**config.mk**
```make
export PLATFORM = sky130hd
export DESIGN_NAME = alarm_scheduler
export DESIGN_NICKNAME = d
export VERILOG_FILES = /design/src/rtl/alarm_pkg.sv /design/src/rtl/alarm_slot.sv /design/src/rtl/alarm_scheduler.sv
export SDC_FILE = /design/constraint.sdc
export NUM_CORES = 1
export LEC_CHECK = 0
export CORE_ASPECT_RATIO = 0.7
export CORE_UTILIZATION = 40
export CTS_CLUSTER_SIZE = 25
export DETAILED_ROUTE_END_ITERATION = 7
export GPL_TIMING_DRIVEN = 0
export MAX_ROUTING_LAYER = met4
export PLACE_DENSITY = 0.71
export SLEW_MARGIN = 25
export SYNTH_ARGS = -nofsm -noshare
export SYNTH_HDL_FRONTEND = slang
export SYNTH_SLANG_ARGS = --single-unit
```
**constraint.sdc**
```tcl
create_clock -name CLK -period 6.8 [get_ports CLK]
set_clock_uncertainty 0.05 [all_clocks]
set_input_delay 1.02 -clock CLK [delete_from_list [all_inputs] [get_ports CLK]]
set_output_delay 1.02 -clock CLK [all_outputs]
set_load 0.1 [all_outputs]
```
**src/rtl/alarm_pkg.sv**
```systemverilog
// Shared types and helpers for the multi-slot alarm scheduler.
package alarm_pkg;

    typedef logic [23:0] bcd_time_t;

    typedef enum logic [1:0] {
        IDLE   = 2'd0,
        RING   = 2'd1,
        SNOOZE = 2'd2
    } alarm_state_t;

    localparam logic [7:0] VOL_OFF = 8'h00;

    // True when every digit is decimal and HH <= 23, MM <= 59, SS <= 59.
    function automatic logic bcd_time_valid(input bcd_time_t t);
        return (t[23:20] <= 4'd2) && (t[19:16] <= 4'd9) && (t[23:16] <= 8'h23) &&
               (t[15:12] <= 4'd5) && (t[11:8]  <= 4'd9) &&
               (t[7:4]   <= 4'd5) && (t[3:0]   <= 4'd9);
    endfunction

endpackage

```
**src/rtl/alarm_slot.sv**
```systemverilog
// One alarm slot: stored BCD time, arm flag, write port and match compare.
module alarm_slot
    import alarm_pkg::*;
(
    input  logic      CLK,
    input  logic      reset,
    input  logic      i_wr,
    input  bcd_time_t i_wr_time,
    input  logic      i_wr_arm,
    input  logic      i_clr,
    input  bcd_time_t i_time_now,
    output logic      o_match,
    output logic      o_armed
);

    bcd_time_t r_time;
    logic      r_armed;

    // A write in the same cycle as an FSM disarm wins: the host's intent is newest.
    always_ff @(posedge CLK) begin
        if (reset) begin
            r_time  <= '0;
            r_armed <= 1'b0;
        end else begin
            if (i_clr)
                r_armed <= 1'b0;
            if (i_wr) begin
                r_time  <= i_wr_time;
                r_armed <= i_wr_arm;
            end
        end
    end

    assign o_match = r_armed && (r_time == i_time_now) && bcd_time_valid(r_time);
    assign o_armed = r_armed;

endmodule

```
**src/rtl/alarm_scheduler.sv**
```systemverilog
// N-slot alarm controller: match arbitration, ring/snooze/timeout sequencing.
// Optional snooze support is built only when ALARM_SNOOZE_EN is defined.
module alarm_scheduler
    import alarm_pkg::*;
#(
    parameter int         N_ALARMS    = 4,
    parameter int         TIMEOUT_SEC = 300,
    parameter int         SNOOZE_SEC  = 540,
    parameter logic [7:0] VOL_ON      = 8'h80
) (
    input  logic                        CLK,
    input  logic                        reset,
    input  logic                        tick_1hz,
    input  logic [23:0]                 time_now,
    input  logic                        wr_en,
    input  logic [$clog2(N_ALARMS)-1:0] wr_idx,
    input  logic [23:0]                 wr_time,
    input  logic                        wr_arm,
    input  logic                        dismiss,
    input  logic                        snooze,
    output logic [7:0]                  vol,
    output logic                        ringing,
    output logic [$clog2(N_ALARMS)-1:0] ring_idx,
    output logic [N_ALARMS-1:0]         armed
);

    localparam int IDX_W = $clog2(N_ALARMS);
`ifdef ALARM_SNOOZE_EN
    localparam int CNT_MAX = (TIMEOUT_SEC > SNOOZE_SEC) ? TIMEOUT_SEC : SNOOZE_SEC;
`else
    localparam int CNT_MAX = TIMEOUT_SEC;
`endif
    localparam int CNT_W = $clog2(CNT_MAX + 1);
    localparam logic [CNT_W-1:0] TO_LAST  = CNT_W'(TIMEOUT_SEC - 1);
    localparam logic [CNT_W-1:0] CNT_SAT  = CNT_W'(CNT_MAX);

    alarm_state_t      r_state, w_next;
    logic [CNT_W-1:0]  r_cnt, w_cnt_nxt, w_cnt_inc;
    logic [IDX_W-1:0]  r_ring_idx, w_idx_nxt, w_win;
    logic [7:0]        r_vol;
    logic              r_ringing;
    logic              w_any, w_clr, w_disarm_ring;
    logic [N_ALARMS-1:0] w_match, w_armed;

    genvar g;
    generate
        for (g = 0; g < N_ALARMS; g++) begin : g_slot
            alarm_slot u_slot (
                .CLK        (CLK),
                .reset      (reset),
                .i_wr       (wr_en && (wr_idx == IDX_W'(g))),
                .i_wr_time  (wr_time),
                .i_wr_arm   (wr_arm),
                .i_clr      (w_clr && (r_ring_idx == IDX_W'(g))),
                .i_time_now (time_now),
                .o_match    (w_match[g]),
                .o_armed    (w_armed[g])
            );
        end
    endgenerate

    // Lowest index wins among simultaneous matches.
    always_comb begin
        w_any = 1'b0;
        w_win = '0;
        for (int i = N_ALARMS - 1; i >= 0; i--) begin
            if (w_match[i]) begin
                w_any = 1'b1;
                w_win = IDX_W'(i);
            end
        end
    end

    assign w_cnt_inc     = (r_cnt == CNT_SAT) ? r_cnt : r_cnt + CNT_W'(1);
    assign w_disarm_ring = wr_en && !wr_arm && (wr_idx == r_ring_idx) && (r_state != IDLE);

`ifdef ALARM_SNOOZE_EN
    localparam logic [CNT_W-1:0] SN_LAST = CNT_W'(SNOOZE_SEC - 1);
`else
    logic w_unused;
    assign w_unused = &{1'b0, snooze, SNOOZE_SEC[0]};
`endif

    always_comb begin
        w_next    = r_state;
        w_cnt_nxt = r_cnt;
        w_idx_nxt = r_ring_idx;
        w_clr     = 1'b0;
        case (r_state)
            IDLE: begin
                if (tick_1hz && w_any) begin
                    w_next    = RING;
                    w_idx_nxt = w_win;
                    w_cnt_nxt = '0;
                end
            end
            RING: begin
                if (dismiss) begin
                    w_clr  = 1'b1;
                    w_next = IDLE;
`ifdef ALARM_SNOOZE_EN
                end else if (snooze) begin
                    w_cnt_nxt = '0;
                    w_next    = SNOOZE;
`endif
                end else if (tick_1hz) begin
                    if (r_cnt >= TO_LAST) begin
                        w_clr     = 1'b1;
                        w_cnt_nxt = '0;
                        w_next    = IDLE;
                    end else begin
                        w_cnt_nxt = w_cnt_inc;
                    end
                end
            end
`ifdef ALARM_SNOOZE_EN
            SNOOZE: begin
                if (dismiss) begin
                    w_clr  = 1'b1;
                    w_next = IDLE;
                end else if (tick_1hz) begin
                    if (r_cnt >= SN_LAST) begin
                        w_cnt_nxt = '0;
                        w_next    = RING;
                    end else begin
                        w_cnt_nxt = w_cnt_inc;
                    end
                end
            end
`endif
            default: w_next = IDLE;
        endcase
        // Host disarming the active slot aborts the ring outright.
        if (w_disarm_ring)
            w_next = IDLE;
    end

    always_ff @(posedge CLK) begin
        if (reset) begin
            r_state    <= IDLE;
            r_cnt      <= '0;
            r_ring_idx <= '0;
            r_vol      <= VOL_OFF;
            r_ringing  <= 1'b0;
        end else begin
            r_state    <= w_next;
            r_cnt      <= w_cnt_nxt;
            r_ring_idx <= w_idx_nxt;
            r_vol      <= (w_next == RING) ? VOL_ON : VOL_OFF;
            r_ringing  <= (w_next != IDLE);
        end
    end

    assign vol      = r_vol;
    assign ringing  = r_ringing;
    assign ring_idx = r_ring_idx;
    assign armed    = w_armed;

endmodule

```
==> summary.txt <==
The following summarizes the physical implementation.

Status
The run finished with clean final reports.

Finish
By instance count after routing, the leading logic cell type is sky130_fd_sc_hd__nand2_1. The final layout report lists a non-clock inverter count of 6. Non-clock buffers in the final layout number 109.

After the last flow step, the layout net total stands at 860. The filler cells instantiated in the layout total 1322. Measured on the final layout, the clock distribution area share stands at 0.0892. The final core utilization is 0.528. The number of flip-flops and latches is 115. The layout report gives the register share of total cell area as 0.324. The biggest slice of the area belongs to logic gates.

Timing
The worst hold slack is 0.408 ns. The shortest clock period the worst path allows after layout is 3.44 ns. The pin closest to its max-slew limit shows a slew of 0.964 ns. The count of endpoints failing setup in the final report is 0.

In this build the clock could be raised as far as 0.291 GHz. In the final report, the number of pins over their slew limit comes to 0.

Clocking
Hold repair after CTS inserted 0 buffers. Post-CTS repair ended up resizing 0 cells. The TritonCTS sink count is 115.

Global route
The initial antenna violation count was 0. The first global-routing pass estimated 27800 um of wire. Entering global routing, the biggest net connects 17 pins.

Placed design
The number of instances in the placed design is 967. The congestion estimate from routability-driven global placement came to 1.01. The total of buffers placed on input and output ports is 58.

Flow run
Summing over the stages, the warning tally comes to 29.

Floorplanning
The die outline area is 14500 um2. For this design the top-level I/O count stands at 72. The die boundary height is 101 um. In this run the horizontal extent of the chip is 144 um.

Critical path
The setup path with the least slack is of type in -> reg. STA classifies the critical path startpoint as a primary input. The largest stage delay on the critical path is 0.74 ns.

On the critical path the data arrives at 3.65 ns. The signal on the critical path passes through clkdlybuf4s50_1 -> nor3_1 -> nand4_1 -> nor4_1 -> nand4_1 -> nand4_2 -> buf_6 -> a31oi_1.

Synthesis
The total cells reported by yosys after synthesis is 717. The number of register bits inferred by synthesis is 115. Warnings reported by Yosys during synthesis add up to 0. The number of enable flip-flop cells is 0.

Power
The leakage power in the latest report is 2.60 nW.

Detailed routing
The post-detailed-routing wire length is 18200 um. In the routed design, unresolved DRC markers number 0. Dividing the detail-routed wire length by the instance count gives 18.2 um. The via count is 5471.

Min path
Checking hold timing, the worst path is listed with class reg -> reg. The number of cells on the worst hold path is 2.
==> worst paths after layout <==
| kind | to | startpoint |
|---|---|---|
| setup / recovery | r_cnt[0]$_SDFFE_PP0P_ | time_now[15] |
| hold / removal | g_slot[1].u_slot.r_time[22]$_SDFFE_PP0P_ | g_slot[1].u_slot.r_time[22]$_SDFFE_PP0P_ |
| hold reg to reg | g_slot[1].u_slot.r_time[22]$_SDFFE_PP0P_ | g_slot[1].u_slot.r_time[22]$_SDFFE_PP0P_ |
| setup reg to reg | r_cnt[0]$_SDFFE_PP0P_ | g_slot[0].u_slot.o_armed$_SDFFE_PP0P_ |
==> where the power goes <==
| group | switching [mW] | leakage, nW | internal, mW |
|---|---|---|---|
| combinational | 0.129 | 1.35 | 0.0748 |
| clock | 0.320 | 0.311 | 0.656 |
| sequential | 0.0197 | 0.934 | 0.695 |
| total | 0.468 | 2.60 | 1.43 |
==> routing by layer <==
layer / up-vias / GRT usage / part of all wire / routed length [um]
li1: 2597 / - / - / -
met1: 2590 / 0.389 / 0.48 / 8670
met2: 265 / 0.361 / 0.40 / 7250
met3: 19 / 0.0709 / 0.11 / 2080
met4: 0 / 0.0843 / 0.012 / 225
met5: - / - / 0 / 0
==> state kept, by name (all words and copies together), names as in the netlist <==
name	cells
r_cnt	9
vol	1
g_slot.u_slot.r_time	96
r_state	2
g_slot.u_slot.o_armed	4
ring_idx	2
ringing	1
==> logic make-up (layout without fill, tap and decap cells) <==
logic type | count (synthesis) | after routing | share of synthesized area
fa+ha+maj | 2 | 2 | 0.00445
simple gates | 302 | 302 | 0.247
mux | 2 | 2 | 0.00378
other cells | 1 | 8 | 0.000667
compound gates | 164 | 164 | 0.173
buf+inv | 57 | 147 | 0.0467
flops | 115 | 115 | 0.410
xor+xnor | 74 | 74 | 0.115
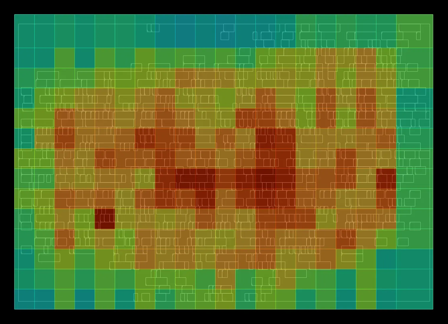
(images/congestion.png)
routing usage on met3: 0.0709
All-Layer GR Usage: 0.270

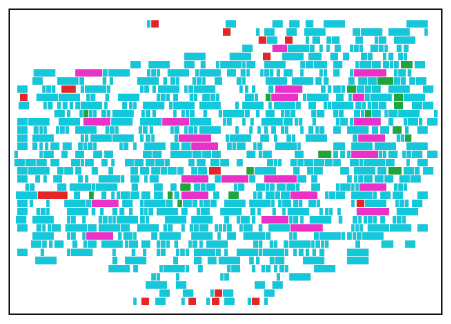
(images/sizes.png)
Scale: 3 px per um.
Key: _6 and larger = magenta [cells 24, share 2.9%]; _2 cells = green [cells 18, share 2.2%]; _0 and _1 cells = cyan [cells 757, share 93%]; _3 and _4 cells = red [cells 15, share 1.8%]
Non-Filler Cell Area, Final: 7100 um2
final setup margin: 3.36 ns
Layout Area Growth over Synthesis: 26.3%

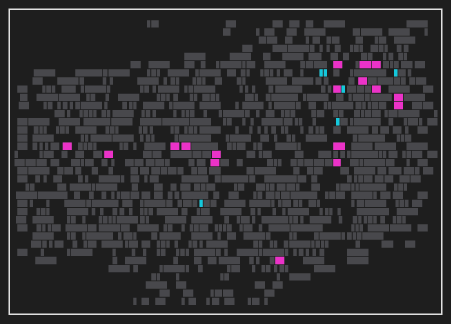
(images/logic_types.png)
Scale: 3 px per um.
Key: inv cells = cyan [cells 6, most used inv_1, where upper right]; non-inverting ao/oa cells = magenta [cells 17, most used o22a_1]
number of non-filler instances in the completed layout: 999
fraction of area in multi-input gates: 0.435

Power figures rest on the tool's default switching activity, not on a simulated workload.
